`config.mk`:
```
export PLATFORM = sky130hd
export DESIGN_NAME = parity_frame_rx
export DESIGN_NICKNAME = d
export VERILOG_FILES = /design/src/rtl/parity_pkg.sv /design/src/rtl/parity_acc.sv /design/src/rtl/parity_frame_rx.sv
export SDC_FILE = /design/constraint.sdc
export NUM_CORES = 1
export LEC_CHECK = 0
export ABC_AREA = 1
export CORE_MARGIN = 3
export CORE_UTILIZATION = 55
export CTS_CLUSTER_SIZE = 28
export DETAILED_ROUTE_END_ITERATION = 6
export PLACE_DENSITY = 0.86
export SKIP_LAST_GASP = 1
export SYNTH_ARGS = -nofsm -noshare
export SYNTH_HDL_FRONTEND = slang
export SYNTH_SLANG_ARGS = --single-unit
```
`constraint.sdc`:
```
create_clock -name clk -period 3.4 [get_ports clk]
set_input_delay 0.68 -clock clk [delete_from_list [all_inputs] [get_ports clk]]
set_output_delay 0.68 -clock clk [all_outputs]
set_load 0.01 [all_outputs]
```
`src/rtl/parity_pkg.sv`:
```
// Shared definitions for the reduction-parity path (transmitter, receiver, checkers).
package parity_pkg;

  // Receiver frame states: start bit sampled in IDLE, then data, parity, stop.
  typedef enum logic [1:0] {
    IDLE   = 2'd0,
    DATA   = 2'd1,
    PARITY = 2'd2,
    STOP   = 2'd3
  } rx_state_e;

  // Widest vector the parity helper accepts; narrower vectors are zero-extended,
  // which leaves the reduction XOR unchanged.
  localparam int unsigned PARITY_MAX_W = 64;

  // Even parity (odd=0) is ^vec; odd parity (odd=1) is ~^vec.
  function automatic logic reduce_parity(input logic [PARITY_MAX_W-1:0] vec,
                                         input logic                    odd);
    return (^vec) ^ odd;
  endfunction

endpackage

```
`src/rtl/parity_acc.sv`:
```
// 1-bit XOR accumulator with synchronous clear and enable; clear wins over enable.
module parity_acc (
  input  logic clk,
  input  logic rst,
  input  logic clr,
  input  logic en,
  input  logic bit_in,
  output logic acc
);

  // Running XOR of every enabled bit since the last clear.
  always_ff @(posedge clk or posedge rst) begin
    if (rst) begin
      acc <= 1'b0;
    end else if (clr) begin
      acc <= 1'b0;
    end else if (en) begin
      acc <= acc ^ bit_in;
    end
  end

endmodule

```
`src/rtl/parity_frame_rx.sv`:
```
// Serial parity-frame receiver: start bit, DATA_W data bits (LSB first), parity,
// stop. Recomputes the reduction parity and reports parity and framing errors
// alongside the received word with a single-cycle valid pulse.
module parity_frame_rx
  import parity_pkg::*;
#(
  parameter int unsigned DATA_W     = 4,
  parameter bit          ODD_PARITY = 1'b0
) (
  input  logic              clk,
  input  logic              rst,
  input  logic              rx_bit,
  input  logic              rx_en,
  output logic [DATA_W-1:0] data_out,
  output logic              data_valid,
  output logic              parity_err,
  output logic              frame_err,
  output logic              busy
);

  localparam int unsigned CNT_W = $clog2(DATA_W + 1);

  rx_state_e         state;
  rx_state_e         state_nxt;
  logic [CNT_W-1:0]  bit_cnt;
  logic [DATA_W-1:0] shift_q;
  logic [DATA_W-1:0] shift_nxt;
  logic              acc_q;
  logic              acc_clr;
  logic              acc_en;
  logic              last_bit;
  logic              start_seen;
  logic              data_step;
  logic              load_out;

  // New bits enter at the MSB so the first (LSB) bit ends up at bit 0.
  if (DATA_W == 1) begin : g_shift_one
    assign shift_nxt = rx_bit;
  end else begin : g_shift_many
    assign shift_nxt = {rx_bit, shift_q[DATA_W-1:1]};
  end

  assign busy = (state != IDLE);

  // State register.
  always_ff @(posedge clk or posedge rst) begin
    if (rst) begin
      state <= IDLE;
    end else begin
      state <= state_nxt;
    end
  end

  // Next-state and per-strobe control; nothing advances without rx_en.
  always_comb begin
    state_nxt  = state;
    acc_clr    = 1'b0;
    acc_en     = 1'b0;
    start_seen = 1'b0;
    data_step  = 1'b0;
    load_out   = 1'b0;
    last_bit   = (bit_cnt == CNT_W'(DATA_W - 1));
    if (rx_en) begin
      case (state)
        IDLE: begin
          if (!rx_bit) begin
            start_seen = 1'b1;
            acc_clr    = 1'b1;
            state_nxt  = DATA;
          end
        end
        DATA: begin
          data_step = 1'b1;
          acc_en    = 1'b1;
          if (last_bit) begin
            state_nxt = PARITY;
          end
        end
        PARITY: begin
          acc_en    = 1'b1;
          state_nxt = STOP;
        end
        STOP: begin
          load_out  = 1'b1;
          state_nxt = IDLE;
        end
        default: state_nxt = IDLE;
      endcase
    end
  end

  // Data bit counter: cleared on the start bit, stops at DATA_W.
  always_ff @(posedge clk or posedge rst) begin
    if (rst) begin
      bit_cnt <= '0;
    end else if (start_seen) begin
      bit_cnt <= '0;
    end else if (data_step) begin
      bit_cnt <= bit_cnt + CNT_W'(1);
    end
  end

  // Deserializing shift register.
  always_ff @(posedge clk or posedge rst) begin
    if (rst) begin
      shift_q <= '0;
    end else if (data_step) begin
      shift_q <= shift_nxt;
    end
  end

  // Parity over data bits plus the received parity bit.
  parity_acc u_acc (
    .clk    (clk),
    .rst    (rst),
    .clr    (acc_clr),
    .en     (acc_en),
    .bit_in (rx_bit),
    .acc    (acc_q)
  );

  // Result registers load together on the stop-bit strobe and hold until the
  // next completed frame; the valid strobe drops on every other edge.
  always_ff @(posedge clk or posedge rst) begin
    if (rst) begin
      data_out   <= '0;
      data_valid <= 1'b0;
      parity_err <= 1'b0;
      frame_err  <= 1'b0;
    end else begin
      data_valid <= load_out;
      if (load_out) begin
        data_out   <= shift_q;
        parity_err <= acc_q ^ ODD_PARITY;
        frame_err  <= ~rx_bit;
      end
    end
  end

endmodule

```
Fig. 1: run 1, wiring heat map
Drawn at 8 px/um. 9 x 9 tiles, from black (low) to pale yellow (high), scaled to the fullest tile. Values are wire area over tile area, all layers added.
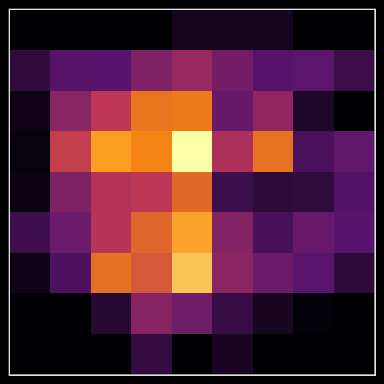
nearly empty tiles = 22%
tiles over half the peak = 17%
emptiest ninth of the die = bottom right
fullest tile = 0.42
final wirelength: 1420 um
total track usage: 0.164

Fig. 2: run 1, sequential cells colored by netlist name
Drawn at 8 px/um.
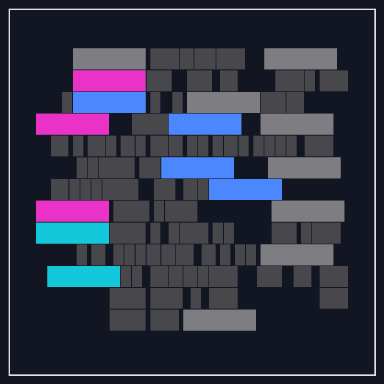
bit_cnt -> magenta  # sequential cells 3
state -> cyan  # sequential cells 2
shift_q -> blue  # sequential cells 4
not colored = 8
final core occ: 0.719
register area: 425 um^2
Seq area share: 0.428
Seq group: 337 uW

==> results.json, run 1 <==
{
  "ys_seq_frac": 0.494,
  "instances_no_fill": 119,
  "ys_cells": 91,
  "ys_sh_aoi": 0.0799,
  "final_cell_mix": "nand2_1 (21), dfrtp_1 (17), inv_1 (13)",
  "met1_usage": 0.191,
  "route.met3.wl_um": 67,
  "critPathMaxStageDelay_ps": 530,
  "warnings": 30,
  "setup_viol": 0,
  "rsz0062_at_grt": "no",
  "finClkSkew_ps": 3.46,
  "grt_pass1_wl_um": 2360,
  "top_logic_kind": "simple AND/OR/NAND/NOR gates",
  "antenna_found_initial": 0,
  "cts.sinks": 17,
  "area_delta_synth_final_pct": 15.6,
  "fin_crit_sh": 0.693,
  "top_layer": "met4",
  "status": "complete, no violations",
  "crit_fanout": 4,
  "p_int_uw": 507,
  "hold_viol_final": 0,
  "drv_cap": 0,
  "timing.hold.ws_ps": 491
}
Fig. 3: run 1, metal 3
Drawn at 10 px/um.
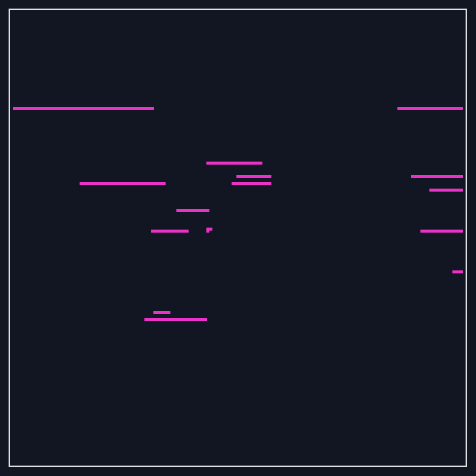
nets with wire on the layer = 12
longest straight run = 13.8 um
wire length on this layer = 67.5 um
main direction = horizontal
M3 GR Usage: 0.0356
vias: 589

-- run 1: cell usage after synthesis --
cell type  count  area share
nand4_1        1      0.0073
ha_1           7        0.10
nor2_1         4       0.017
o21ai_0        4       0.023
inv_1         13       0.057
dfrtp_1       17        0.49
a21oi_1        1      0.0058
inv_4          1      0.0073
or2_2          1      0.0073
nand3_1        5       0.029
o21ai_2        5       0.051
nand2_4        2       0.026
buf_6          2       0.026
nand3_2        1       0.012
nor2_2         2       0.015
nand2_2        4       0.029
nand2_1       21       0.092
-- run 1: power groups by stage --
stage	Combinational, uW	Clock (uW)	Sequential, uW
6_report	385	112	337
5_1_grt	435	117	348
3_3_place_gp	366	0	336
2_1_floorplan	248	0	349
3_5_place_dp	387	0	341
4_1_cts	391	110	337
-- run 1: worst min-delay path: stages, from the launching register on --
cell and delay (ps):
dfrtp_1 360, nand2_1 60, nand2_1 50
-- run 1: registers in the layout, indices dropped and copies added (netlist names) --
signal / flops
data_valid: 1
frame_err: 1
parity_err: 1
state: 2
shift_q: 4
bit_cnt: 3
data_out: 4
u_acc.acc: 1
-- run 1: path summary, 6_finish.rpt --
path | from | to | slack, ps | cells after the start
worst max-delay path | state[0] | busy | 1050 | 4
worst min-delay path | shift_q[0] | data_out[0] | 490 | 2
worst max register to register | state[0] | state[1] | 2150 | 6
worst min register to register | shift_q[0] | data_out[0] | 490 | 2
max in group asynchronous | rst | data_out[3] | 2240 | 2
min in group asynchronous | rst | frame_err | 760 | 2
-- run 1: final cells by class --
class                   count  area, um^2
clock inverters             1        5.00
fillers                    98         388
flip-flops and latches     17         425
repair buffers             11         110
multi-input cells          58         358
clock buffers               3        22.5
inverters                  14        55.1
well taps                  15        18.8
Fig. 4: run 1, the clock network
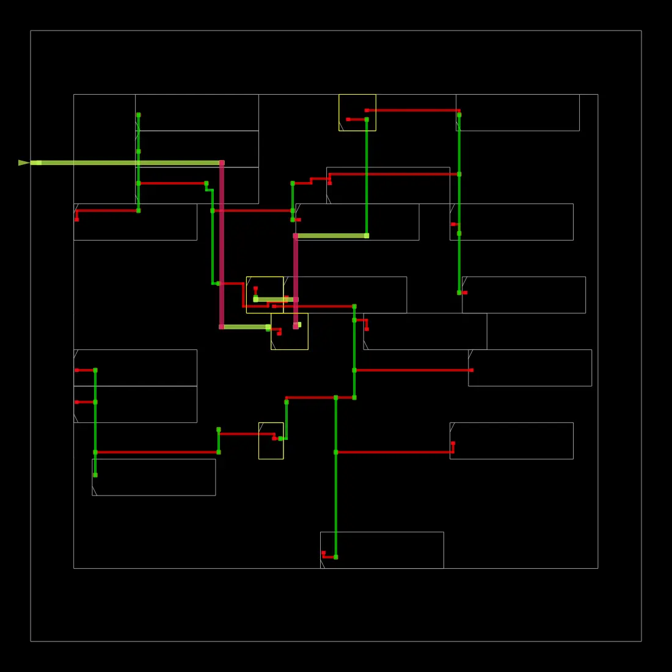

--- run 2 (diff from run 1) ---
--- a/config.mk
+++ b/config.mk
@@ -7,10 +7,10 @@
 export LEC_CHECK = 0
 export ABC_AREA = 1
 export CORE_MARGIN = 3
-export CORE_UTILIZATION = 55
+export CORE_UTILIZATION = 47
 export CTS_CLUSTER_SIZE = 28
 export DETAILED_ROUTE_END_ITERATION = 6
-export PLACE_DENSITY = 0.86
+export PLACE_DENSITY = 0.79
 export SKIP_LAST_GASP = 1
 export SYNTH_ARGS = -nofsm -noshare
 export SYNTH_HDL_FRONTEND = slang
==> constraint.sdc (replaced) <==
create_clock -name clk -period 2.1 [get_ports clk]
set_input_delay 0.42 -clock clk [delete_from_list [all_inputs] [get_ports clk]]
set_output_delay 0.42 -clock clk [all_outputs]
set_load 0.01 [all_outputs]
Fig. 5: run 2, the clock network
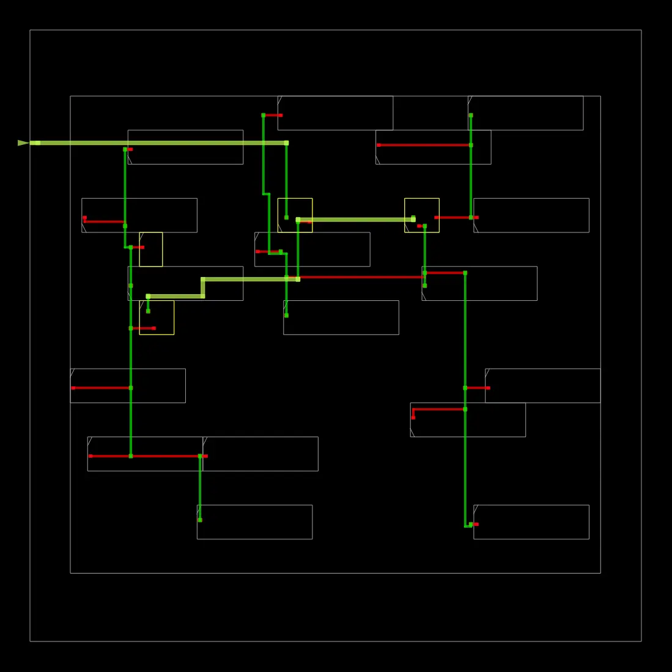
clk latency late pin: 290 ps
Clock Power: 171 uW

Fig. 6: run 2, sequential cells colored by netlist name
Drawn at 8 px/um.
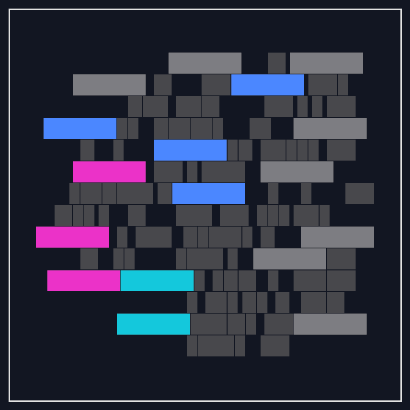
shift_q -> blue  # sequential cells 4
bit_cnt -> magenta  # sequential cells 3
state -> cyan  # sequential cells 2
not colored = 8
final core occ: 0.635
Seq group: 546 uW
Seq area share: 0.416

==> run 2 against run 1 <==
Against the previous run:
- via count decreased by 1.7%
- cell count increased by 9.2%
- core utilization decreased by 8.4 points
- critical path depth unchanged
- routed wire length decreased by 2.0%
- worst setup slack got worse by 940 ps
- count of clock-buffer cells in the layout unchanged
- sequential power increased by 62%
- synthesized cell count unchanged
- register-to-register slack got worse by 1300 ps
- flip-flop count unchanged
- combinational power increased by 68%
- largest cell class unchanged
==> results.json, run 2 <==
{
  "antenna_found_initial": 0,
  "setup_viol": 0,
  "warnings": 30,
  "rsz0062_at_grt": "no",
  "nFillCells": 147,
  "crit_fanout": 4,
  "grt_use_met3": 0.0489,
  "synthArstFlopShare": 1.00,
  "top_area_cell": "dfrtp_1",
  "edf_count": 0,
  "fin_crit_sh": 0.952,
  "track_usage": 0.130,
  "met1_usage": 0.140,
  "status": "complete, no violations",
  "r2r-start": "state[0]",
  "reg2regPathDepth": 6,
  "ys_seq_frac": 0.494,
  "cts.sinks": 17,
  "synth_top_area_share": 0.494,
  "timing.hold.ws_ps": 492,
  "ff_type": "dfrtp_1",
  "ys_cells": 91,
  "timing.reg2reg.setup_slack_ps": 860,
  "r2r-end": "state[0]",
  "final_cell_mix": "nand2_1 (21), dfrtp_1 (17), inv_1 (13)",
  "reg_top3": "data_out x4, shift_q x4, bit_cnt x3",
  "totalWireLength_um": 1390,
  "hold_viol_final": 0,
  "grt_pass1_wl_um": 2410
}
run 2: repair_timing:
item | CTS | global route
endpoints found under the setup margin | 0 | 1
setup buffers | 0 | 2
resized | 0 | 1
run 2: through the flow:
stage / std cells / power [uW] / area, um^2
floorplan: 91 / 965 / 861
global placement: 124 / 1140 / 978
detailed placement: 124 / 1180 / 978
CTS: 128 / 1350 / 1010
global route: 130 / 1500 / 1020
finish: 130 / 1360 / 1020
run 2: worst max-delay path by stage:
stage	end	slack (ps)	cells past startpoint
final	busy	100	4
after global routing	busy	10	4
after CTS	busy	10	4
after detailed placement	busy	330	4
after global placement	busy	410	4
after floorplan	busy	900	3
run 2: kinds of logic after synthesis:
family | share of synthesized area
and+or+nand+nor | 0.234
buffers and inverters | 0.0901
DFF | 0.494
AOI/OAI and AO/OA | 0.0799
adders and majority gates | 0.102
run 2: per-layer routing:
metal / part of all wire / vias to the layer above
met5: 0 / -
met4: 0 / 0
met3: 0.048 / 0
met2: 0.52 / 11
met1: 0.44 / 257
li1: - / 311
run 2: worst max-delay path: cells and delay by family, from the launching register on:
| kind | cells | cell delay (ps) |
|---|---|---|
| adder cells (fa/ha/maj) | 1 | 210 |
| buffers and inverters | 3 | 680 |
| flip-flops | 1 | 410 |
run 2: final cells by class:
cell class                      instances  area [um^2]  area share
Inverter                               14         55.1      0.0538
Clock inverter                          1         5.00     0.00489
Sequential cell                        17          425       0.416
Multi-Input combinational cell         58          360       0.352
Tap cell                               24         30.0      0.0293
Timing Repair Buffer                   13          125       0.122
Clock buffer                            3         22.5      0.0220
run 2: power breakdown:
group          switching, uW  leakage, uW  internal (uW)
combinational            337     0.000305            311
sequential              82.6     0.000218            463
clock                    100    0.0000177           70.8
total                    520     0.000540            845
Power figures rest on the tool's default switching activity, not on a simulated workload.
